### src/rtl/bus_fifo_regs.sv
// Register-mapped host bridge with a TX FIFO (host to fabric) and an RX FIFO (fabric to host).
// The bus slave writes DATA to push TX, reads DATA to pop RX, and reads STATUS and the fill levels.
// The CTRL register flushes either FIFO and clears the sticky error flags.
module bus_fifo_regs #(
    parameter int unsigned DATW       = 8,
    parameter int unsigned DEPTH_LOG2 = 4
) (
    input  logic            clk_i,
    input  logic            rst_i,
    // Register bus
    input  logic            do_write_i,
    input  logic            do_read_i,
    input  logic [1:0]      rw_adr_i,
    input  logic [DATW-1:0] w_data_i,
    output logic [DATW-1:0] read_data_o,
    // Stream out of the TX FIFO
    output logic            m_valid_o,
    output logic [DATW-1:0] m_data_o,
    input  logic            m_ready_i,
    // Stream into the RX FIFO
    input  logic            s_valid_i,
    input  logic [DATW-1:0] s_data_i,
    output logic            s_ready_o,
    output logic            irq_o
);

    localparam int unsigned Depth = 1 << DEPTH_LOG2;
    localparam int unsigned PtrW  = DEPTH_LOG2 + 1;

    localparam logic [PtrW-1:0] PtrOne = PtrW'(1);
    // XOR of the two pointers equals this exactly when the FIFO is full
    localparam logic [PtrW-1:0] PtrMsb = PtrW'(1) << DEPTH_LOG2;

    localparam logic [1:0] AdrData   = 2'd0;
    localparam logic [1:0] AdrStatus = 2'd1;
    localparam logic [1:0] AdrRxLvl  = 2'd2;
    localparam logic [1:0] AdrCtrl   = 2'd3;

    // Storage, deliberately not reset
    logic [DATW-1:0] tx_mem [Depth];
    logic [DATW-1:0] rx_mem [Depth];

    // Pointers carry one extra wrap bit to tell full from empty
    logic [PtrW-1:0] tx_wr_q, tx_wr_d;
    logic [PtrW-1:0] tx_rd_q, tx_rd_d;
    logic [PtrW-1:0] rx_wr_q, rx_wr_d;
    logic [PtrW-1:0] rx_rd_q, rx_rd_d;

    logic            tx_ovf_q, tx_ovf_d;
    logic            rx_unf_q, rx_unf_d;
    logic [DATW-1:0] read_data_q, read_data_d;

    logic            tx_empty, tx_full;
    logic            rx_empty, rx_full;
    logic [PtrW-1:0] tx_lvl, rx_lvl;
    logic [5:0]      status;

    logic            wr_data, wr_ctrl, rd_data;
    logic            tx_push, tx_pop, tx_ovf_set, tx_flush;
    logic            rx_push, rx_pop, rx_unf_set, rx_flush;
    logic            clr_err;

    // FIFO flags and occupancy derived from the registered pointers
    always_comb begin
        tx_empty = (tx_wr_q == tx_rd_q);
        tx_full  = ((tx_wr_q ^ tx_rd_q) == PtrMsb);
        rx_empty = (rx_wr_q == rx_rd_q);
        rx_full  = ((rx_wr_q ^ rx_rd_q) == PtrMsb);
        tx_lvl   = tx_wr_q - tx_rd_q;
        rx_lvl   = rx_wr_q - rx_rd_q;
        status   = {rx_unf_q, tx_ovf_q, rx_full, rx_empty, tx_full, tx_empty};
    end

    // Stream handshakes and interrupt; all forced low while reset is held
    always_comb begin
        m_valid_o   = !tx_empty && !rst_i;
        m_data_o    = tx_mem[tx_rd_q[DEPTH_LOG2-1:0]];
        s_ready_o   = !rx_full && !rst_i;
        irq_o       = !rst_i && (!rx_empty || tx_ovf_q || rx_unf_q);
        read_data_o = read_data_q;
    end

    // Bus decode into push/pop/flush strobes, all judged on pre-edge state
    always_comb begin
        wr_data    = do_write_i && (rw_adr_i == AdrData);
        wr_ctrl    = do_write_i && (rw_adr_i == AdrCtrl);
        rd_data    = do_read_i && (rw_adr_i == AdrData);

        tx_push    = wr_data && !tx_full;
        tx_ovf_set = wr_data && tx_full;
        tx_pop     = m_valid_o && m_ready_i;
        tx_flush   = wr_ctrl && w_data_i[0];

        rx_push    = s_valid_i && s_ready_o;
        rx_pop     = rd_data && !rx_empty;
        rx_unf_set = rd_data && rx_empty;
        rx_flush   = wr_ctrl && w_data_i[1];

        clr_err    = wr_ctrl && w_data_i[2];
    end

    // Next pointer values; a flush overrides any same-cycle push or pop
    always_comb begin
        tx_wr_d = tx_wr_q;
        tx_rd_d = tx_rd_q;
        rx_wr_d = rx_wr_q;
        rx_rd_d = rx_rd_q;

        if (tx_flush) begin
            tx_wr_d = '0;
            tx_rd_d = '0;
        end else begin
            if (tx_push) tx_wr_d = tx_wr_q + PtrOne;
            if (tx_pop)  tx_rd_d = tx_rd_q + PtrOne;
        end

        if (rx_flush) begin
            rx_wr_d = '0;
            rx_rd_d = '0;
        end else begin
            if (rx_push) rx_wr_d = rx_wr_q + PtrOne;
            if (rx_pop)  rx_rd_d = rx_rd_q + PtrOne;
        end
    end

    // Sticky error flags: set on overflow/underflow, cleared only through CTRL bit 2
    always_comb begin
        tx_ovf_d = tx_ovf_q;
        rx_unf_d = rx_unf_q;
        if (clr_err) begin
            tx_ovf_d = 1'b0;
            rx_unf_d = 1'b0;
        end else begin
            if (tx_ovf_set) tx_ovf_d = 1'b1;
            if (rx_unf_set) rx_unf_d = 1'b1;
        end
    end

    // Read mux captured on the strobe cycle and held until the next read
    always_comb begin
        read_data_d = read_data_q;
        if (do_read_i) begin
            case (rw_adr_i)
                AdrData:   read_data_d = rx_empty ? '0 : rx_mem[rx_rd_q[DEPTH_LOG2-1:0]];
                AdrStatus: read_data_d = DATW'(status);
                AdrRxLvl:  read_data_d = DATW'(rx_lvl);
                AdrCtrl:   read_data_d = DATW'(tx_lvl);
                default:   read_data_d = '0;
            endcase
        end
    end

    // Control state with synchronous reset
    always_ff @(posedge clk_i) begin
        if (rst_i) begin
            tx_wr_q     <= '0;
            tx_rd_q     <= '0;
            rx_wr_q     <= '0;
            rx_rd_q     <= '0;
            tx_ovf_q    <= 1'b0;
            rx_unf_q    <= 1'b0;
            read_data_q <= '0;
        end else begin
            tx_wr_q     <= tx_wr_d;
            tx_rd_q     <= tx_rd_d;
            rx_wr_q     <= rx_wr_d;
            rx_rd_q     <= rx_rd_d;
            tx_ovf_q    <= tx_ovf_d;
            rx_unf_q    <= rx_unf_d;
            read_data_q <= read_data_d;
        end
    end

    // RAM writes at the current write pointers
    always_ff @(posedge clk_i) begin
        if (tx_push) tx_mem[tx_wr_q[DEPTH_LOG2-1:0]] <= w_data_i;
        if (rx_push) rx_mem[rx_wr_q[DEPTH_LOG2-1:0]] <= s_data_i;
    end

endmodule

### config.mk
export PLATFORM = sky130hd
export DESIGN_NAME = bus_fifo_regs
export DESIGN_NICKNAME = d
export VERILOG_FILES = /design/src/rtl/bus_fifo_regs.sv
export SDC_FILE = /design/constraint.sdc
export NUM_CORES = 1
export LEC_CHECK = 0
export CORE_ASPECT_RATIO = 0.75
export CORE_MARGIN = 3
export CORE_UTILIZATION = 55
export CTS_CLUSTER_SIZE = 40
export DETAILED_ROUTE_END_ITERATION = 12
export HOLD_SLACK_MARGIN = 0.08
export PLACE_DENSITY = 0.75
export SETUP_SLACK_MARGIN = 0.15
export SLEW_MARGIN = 20
export SYNTH_ARGS = -nofsm -noshare
export SYNTH_HDL_FRONTEND = slang
export SYNTH_SLANG_ARGS = --single-unit
### constraint.sdc
create_clock -name clk_i -period 3.4 [get_ports clk_i]
set_input_delay 0.68 -clock clk_i [delete_from_list [all_inputs] [get_ports clk_i]]
set_output_delay 0.68 -clock clk_i [all_outputs]
set_load 0.05 [all_outputs]
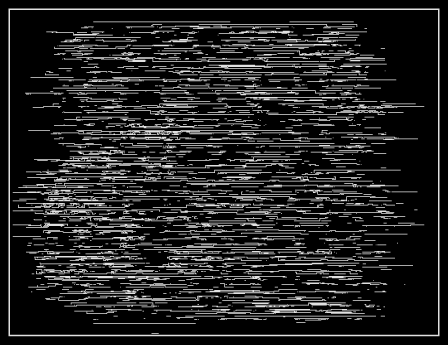
**Above:** run 1 (metal 1).
751 nets have wire on it. The wires run mostly horizontal.

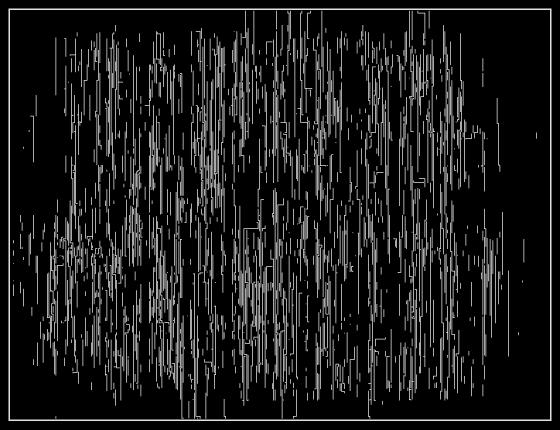
**Above:** run 1 (the metal 2 layer).
The longest straight run is 54.4 µm. The wires run mostly vertical. 713 nets have wire on it.

==> out/notes.md, run 1 <==
* **result of the run** completed
* **Final Hold Slack** 0.502 ns
* **detailed-route DRC error count** 0
* **Core Rows** 45
* **pre-CTS setup slack** 0.634 ns
* **maximum number of pins on one net before global-route repair** 35
* **yosys-reported design area after synthesis** 11900 µm²
* **FF+latch count, synth** 294
* **first drt pass iteration count** 5
* **async set or reset register ratio after synthesis** 0%
* **net count entering floorplan** 710
* **number of logged tool warnings** 33
* **share of the core filled with cells in the final layout** 66.8%
* **area grow syn2layout** 16.4%
* **count of nets after finishing** 804
* **Chip Width** 176 µm
* **Seq/Total Area, Yosys** 71.1%
* **pin slew with the least headroom to its limit** 0.805 ns
* **via count** 6495
* **Worst Hold Path Cells** 2
* **number of buffers on the longest clock path** 3
* **startpoint of the most critical register-to-register path** rx_wr_q[2]
* **Cell Count Post-Placement** 1003
* **FF-to-FF setup slack** 0.60 ns
* **setup clock skew after layout** 0.0171 ns
* **critical path class** flip-flop to output port
* **floorplan core density** 57.3%
* **number of global-route vias before repair** 6433
* **netlist area before placement** 11900 µm²
* **Final Max Slew Viols** 0
* **first-iteration detailed-routing DRC count** 694
* **ports placed on the boundary** 43
* **Final min period** 3.12 ns
* **CP endpoint kind** output port
* **endpoints failing setup** 0
* **total power per unit cell area** 528 nW/µm²
* **Final Cycle Share** 91.8%
* **count of mapped cells out of synthesis** 666
* **die footprint** 23400 µm²
* **number of cells in Yosys stat** 666
* **ranking of synthesized cells by area** edfxtp_1 65%, mux4_2 13%, dfxtp_1 6.4%
* **global-route total usage across every layer** 22.2%
* **gpl congestion** 0.856
* **number of standard cells in the final layout excluding fillers** 1064
* **data required time at the worst endpoint** 2.72 ns
* **first-pass GRT wire length** 39100 µm
* **critical register-to-register path endpoint** rx_mem[3][5]
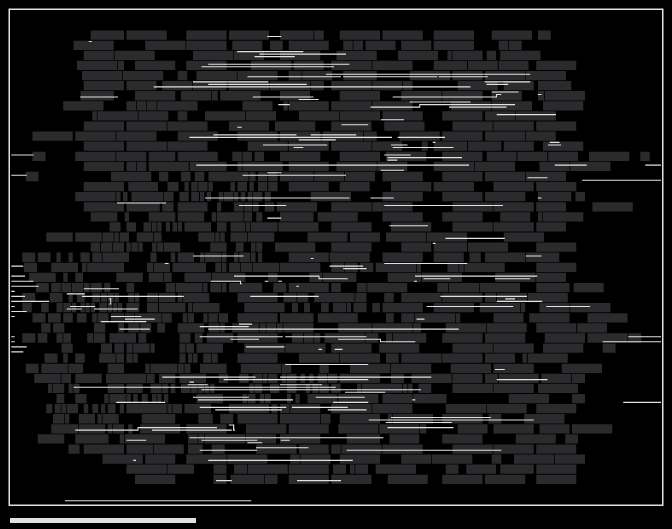
**Above:** run 1 (met3 routing).
Scale bar: 50 µm.
The longest straight run is 85.1 µm. 118 nets have wire on it. The layer carries 2480 µm of wire.

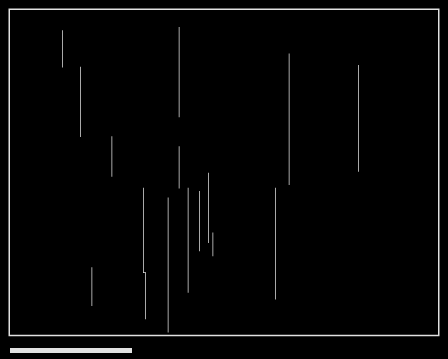
**Above:** run 1 (the metal 4 layer).
Scale bar: 50 µm.
The layer holds 1.9% of the routed length. The layer carries 487 µm of wire. 7 nets have wire on it. The longest straight run is 55.1 µm. The wires run mostly vertical.

run 1: how the worst max path moves through the flow:
| stage | from | to | slack [ns] | cells after the start |
|---|---|---|---|---|
| detailed placement | flip-flop | m_data_o[0] | 0.63 | 4 |
| floorplan | tx_wr_q[0] | tx_mem[2][0] | 0.57 | 7 |
| global route | flip-flop | m_data_o[7] | 0.20 | 4 |
| global placement | flip-flop | m_data_o[0] | 0.65 | 4 |
| CTS | flip-flop | m_data_o[0] | 0.16 | 4 |
| finish | flip-flop | m_data_o[7] | 0.28 | 4 |
run 1: final cells by class:
cell class / count / area (µm²)
antenna: 1 / 2.50
clock buffer: 34 / 744
clock inverter: 17 / 156
fill: 1373 / 6890
inverter: 18 / 67.6
multi-input combinational: 321 / 3210
sequential: 294 / 8450
tap: 282 / 353
timing repair buffer: 97 / 843
run 1: report_power, final:
part	switching (mW)	internal (mW)	leakage [nW]
sequential	0.0144	3.94	2.61
clock	1.26	1.78	0.447
combinational	0.194	0.125	1.43
run 1: worst max-delay path, cell delays in order, from the launching register on:
cell	delay (ns)
dfxtp_4	0.46
buf_16	0.19
mux4_2	0.56
mux4_2	0.48
buf_4	0.21
run 1: layer usage:
metal	vias up	routed length, µm	track usage (%)
met5	-	0	0
met4	0	487	4.18
met3	38	2480	4.76
met2	308	11000	31.2
met1	3333	11800	36.4
li1	2816	-	-
run 1: logic make-up (layout without fill, tap and decap cells):
group,after synthesis,count (layout),synth area share [%]
DFF,294,294,71.1
and+or+nand+nor,132,132,5.18
muxes,88,88,14.5
AOI/OAI and AO/OA,60,60,3.58
buffers and inverters,51,166,1.83
xor gates and xnor gates,21,21,1.55
adders and majority gates,20,20,2.23
other,0,1,0
run 1: repair_timing:
action | 4_1_cts | 5_1_grt
setup buffers | 0 | 8
hold endpoints to repair | 0 | 0
setup endpoints to repair | 8 | 6
resized | 1 | 1
gates cloned | 0 | 1
hold buffers | 0 | 0
run 1: placed cells by master (no fill, tap or decap), types with 2 or more instances in the layout:
master	synthesis	layout
xor2_1	10	10
mux2_2	2	2
o21ai_0	10	10
a21oi_1	14	14
nand4b_1	2	2
clkinv_2	0	7
ha_1	18	18
mux4_2	67	67
or3_1	3	3
nand3_1	8	8
mux2i_1	19	19
a22oi_1	4	4
nand2b_1	5	5
a22o_1	6	6
a31oi_1	3	3
xnor2_1	11	11
bufinv_16	0	3
or2_2	2	2
and3_1	3	3
inv_1	18	18
clkbuf_16	0	30
buf_4	2	64
o2111ai_1	2	2
nor2_1	61	61
o32ai_1	2	2
dfxtp_1	38	37
fa_1	2	2
a21o_1	5	5
clkdlybuf4s50_1	0	31
o21a_1	2	2
a211oi_1	3	3
nor3_1	12	12
clkinv_1	0	6
nand2_1	20	20
clkbuf_1	17	5
nor2b_1	5	5
edfxtp_1	256	256
nand4_1	5	5
and2_1	3	3
run 1: registers in the layout, summed over array words and instances, names as in the netlist, named ones only:
| signal | flops |
|---|---|
| rx_mem | 128 |
| tx_mem | 128 |
| read_data_o | 8 |
| rx_rd_q | 5 |
| rx_wr_q | 5 |
| tx_rd_q | 5 |
| tx_wr_q | 5 |
| rx_unf_q | 1 |
| tx_ovf_q | 1 |
## Run 2: what changed since run 1
--- a/config.mk
+++ b/config.mk
@@ -7,11 +7,11 @@
 export LEC_CHECK = 0
 export CORE_ASPECT_RATIO = 0.75
 export CORE_MARGIN = 3
-export CORE_UTILIZATION = 55
+export CORE_UTILIZATION = 30
 export CTS_CLUSTER_SIZE = 40
 export DETAILED_ROUTE_END_ITERATION = 12
 export HOLD_SLACK_MARGIN = 0.08
-export PLACE_DENSITY = 0.75
+export PLACE_DENSITY = 0.47
 export SETUP_SLACK_MARGIN = 0.15
 export SLEW_MARGIN = 20
 export SYNTH_ARGS = -nofsm -noshare
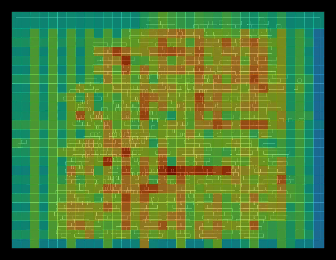
**Above:** run 2 (track usage over the die).
global-route total usage across every layer: 13.5%
global routing usage on met2: 20.1%
fraction of met3 tracks used by global routing: 3.04%

==> run 2 against run 1 <==
Core utilization decreased by 30 points; non-clock buffer count increased by 6; power is 2.2% higher; clock power grew 5%; combinational power increased by 6.6%; largest power group unchanged; critical path depth did not move; synthesized cell count unchanged; hold slack got worse by 0.012 ns; via count fell by 2.9%; die size is 80% higher; largest cell class unchanged; maximum frequency down 0.77%.
==> out/notes.md, run 2 <==
* **Chip Width** 236 µm, +34%
* **async set or reset register ratio after synthesis** 0%, unchanged
* **Cell Count Post-Placement** 1245, +24%
* **count of mapped cells out of synthesis** 666, unchanged
* **total power draw** 7.47 mW
* **first-iteration detailed-routing DRC count** 539, -22%
* **number of distinct library cells after synthesis** 49
* **ports placed on the boundary** 43, unchanged
* **top achievable clock speed** 318 MHz
* **floorplan core density** 30.7%, -27 points
* **data required time at the worst endpoint** 2.72 ns, about the same
* **Final Cycle Share** 92.5%, +0.71 points
* **net count entering floorplan** 710, unchanged
* **Leakage Power** 4.55 nW
* **sort of element at the start of the critical path** flip-flop
* **netlist area before placement** 11900 µm², unchanged
* **clock network latency to the later pin of the worst-skew pair** 0.56 ns
* **ranking of synthesized cells by area** edfxtp_1 65%, mux4_2 13%, dfxtp_1 6.4%
* **pre-CTS setup slack** 0.523 ns, -0.111 ns
* **via count** 6308, -2.9%
* **FF+latch count, synth** 294, unchanged
* **Worst setup endpoint** m_data_o[0]
* **critical path class** flip-flop to output port
* **CP max stage cell** mux4_2
* **yosys-reported design area after synthesis** 11900 µm², unchanged
* **Worst Path Buf+Inv** 2, unchanged
* **synthesized area per cell** 17.8 µm²
* **FF-to-FF setup slack** 0.64 ns, +0.04 ns
* **CP Cell Sequence** clkbuf_16, mux4_2, mux4_2, buf_4
* **Buffers on Ports** 42
* **cell type group with the largest total delay on the critical path** multiplexers
* **result of the run** completed
* **number of global-route vias before repair** 6501, +1.1%
* **Via density** 4.83
* **number of buffers on the longest clock path** 3, unchanged
* **Worst Hold Path Cells** 2, unchanged
* **count of flip-flops with a built-in enable after synthesis** 256
* **relative max-transition margin** 44.1%
* **maximum number of pins on one net before global-route repair** 33, -5.7%
* **area grow syn2layout** 20.2%
* **worst-path maximum fanout** 8
* **class of the most critical hold timing path** flip-flop to flip-flop
* **Critical Path Stages** 4, unchanged
* **detailed-route DRC error count** 0, unchanged
* **area of the core region** 38700 µm²
* **critical register-to-register path endpoint** rx_mem[1][6]
* **first-pass GRT wire length** 42400 µm, +8.4%
* **height of the die** 178 µm
* **total power per unit cell area** 523 nW/µm², -0.99%
* **endpoints failing setup** 0, unchanged
* **Final min period** 3.15 ns, +0.0242 ns
* **Dominant Register Cell** edfxtp_1
* **cell mode on critical path** mux4_2
* **die footprint** 42000 µm², +80%
* **root buf cell** clkbuf_16
* **Core Rows** 62, +38%
* **gpl congestion** 0.811, -5.3%
* **CP peak stage delay** 0.56 ns, about the same
* **highest-count logic cell in the final layout** edfxtp_1
* **Final Max Slew Viols** 0, unchanged
* **cell with the most instances after synthesis** edfxtp_1
* **unrepaired setup endpoints after global routing** no
* **commonest cells in the synthesized netlist** 256 x edfxtp_1, 67 x mux4_2, 61 x nor2_1
* **startpoint of the most critical register-to-register path** rx_wr_q[0]
* **number of cells in Yosys stat** 666, unchanged
* **count of nets after finishing** 813, +1.1%
* **CTS Hold Buffers Added** 0, unchanged
* **CP endpoint kind** output port
* **number of logged tool warnings** 32, -3.0%
* **Seq/Total Area, Yosys** 71.1%, unchanged
* **first drt pass iteration count** 5, unchanged
* **number of clock buffers inserted by TritonCTS** 31
* **count of nets left with antenna violations after detail routing** 0
* **Arrival @ worst endpoint** 2.47 ns
* **number of standard cells in the final layout excluding fillers** 1305, +23%
* **setup clock skew after layout** 0.0120 ns, -0.00504 ns
* **Detail Placement HPWL** 19700 µm
* **pin slew with the least headroom to its limit** 0.836 ns, +0.0309 ns
* **number of max-cap violations** 0
* **hold violation count in the final report** 0
* **top logic cells by instance count in the layout** 256 x edfxtp_1, 67 x mux4_2, 65 x buf_4, 61 x nor2_1, 34 x dfxtp_1
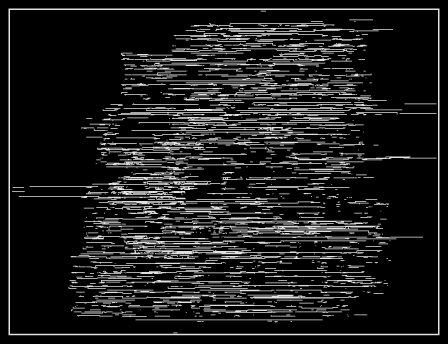
**Above:** run 2 (metal 1).
The longest straight run is 103 µm. The wires run mostly horizontal. The layer holds 48% of the routed length. The layer carries 14000 µm of wire. 777 nets have wire on it.

==> run 2: cell types whose count changed in the layout (fill, tap and decap cells not counted), moves of 2 or more <==
| cell | previous run | this run |
|---|---|---|
| clkinv_1 | 6 | 9 |
| clkinvlp_4 | 0 | 2 |
| buf_12 | 0 | 4 |
| clkbuf_16 | 30 | 33 |
| dfxtp_1 | 37 | 34 |
| dfxtp_2 | 0 | 3 |
| clkbuf_1 | 5 | 3 |
==> run 2: layout make-up <==
class                           count  area, µm²
Multi-Input combinational cell    321       3220
Clock buffer                       34        787
Inverter                           18       67.6
Tap cell                          512        641
Sequential cell                   294       8460
Timing Repair Buffer              103        940
Clock inverter                     22        173
Fill cell                        3521      24400
Antenna cell                        1       2.50
==> run 2: tightest hold or removal path, delay by kind of cell (launching register included) <==
family / cells / cell delay, ns
compound gates: 1 / 0.07
buf+inv: 1 / 0.05
flops: 1 / 0.31
==> run 2: where the power goes <==
| part | total, mW | internal, mW | switching, mW |
|---|---|---|---|
| Combinational | 0.340 | 0.131 | 0.209 |
| Clock | 3.17 | 1.82 | 1.36 |
| Sequential | 3.96 | 3.94 | 0.0149 |
| Total | 7.47 | 5.89 | 1.58 |
==> run 2: how the worst min path moves through the flow <==
stage / end / slack (ns)
after detailed placement: read_data_o[7] / 0.47
after global routing: read_data_o[6] / 0.50
after CTS: read_data_o[7] / 0.50
after floorplan: rx_unf_q / 0.46
after global placement: read_data_o[7] / 0.48
final: read_data_o[6] / 0.49
==> run 2: cell families after synthesis <==
logic type                 count (synthesis)  share of synthesized area (%)
DFF                                      294                           71.1
and+or+nand+nor                          132                           5.18
muxes                                     88                           14.5
AOI/OAI and AO/OA                         60                           3.58
buffers and inverters                     51                           1.83
xor gates and xnor gates                  21                           1.55
adders and majority gates                 20                           2.23
==> run 2: timing repair <==
item	4_1_cts	5_1_grt
setup buffers	0	0
resized	0	3
endpoints found under the setup margin	0	4
==> run 2: per-layer routing <==
layer	track usage, %	vias to the layer above	routed length [µm]
li1	-	2838	-
met3	3.04	34	1770
met1	20.3	3262	14000
met2	20.1	172	12600
met5	0	-	13
met4	2.58	2	469
==> run 2: through the flow <==
| stage | hold slack, ns | utilization (%) | instance area [µm²] |
|---|---|---|---|
| 5_1_grt | 0.503 | 36.9 | 14300 |
| 4_1_cts | 0.495 | 36.7 | 14200 |
| 3_3_place_gp | 0.478 | 34.2 | 13300 |
| 6_report | 0.490 | 36.9 | 14300 |
| 2_1_floorplan | 0.459 | - | 11900 |
| 3_5_place_dp | 0.474 | 34.2 | 13300 |
Power is estimated from default activity; no workload was simulated.
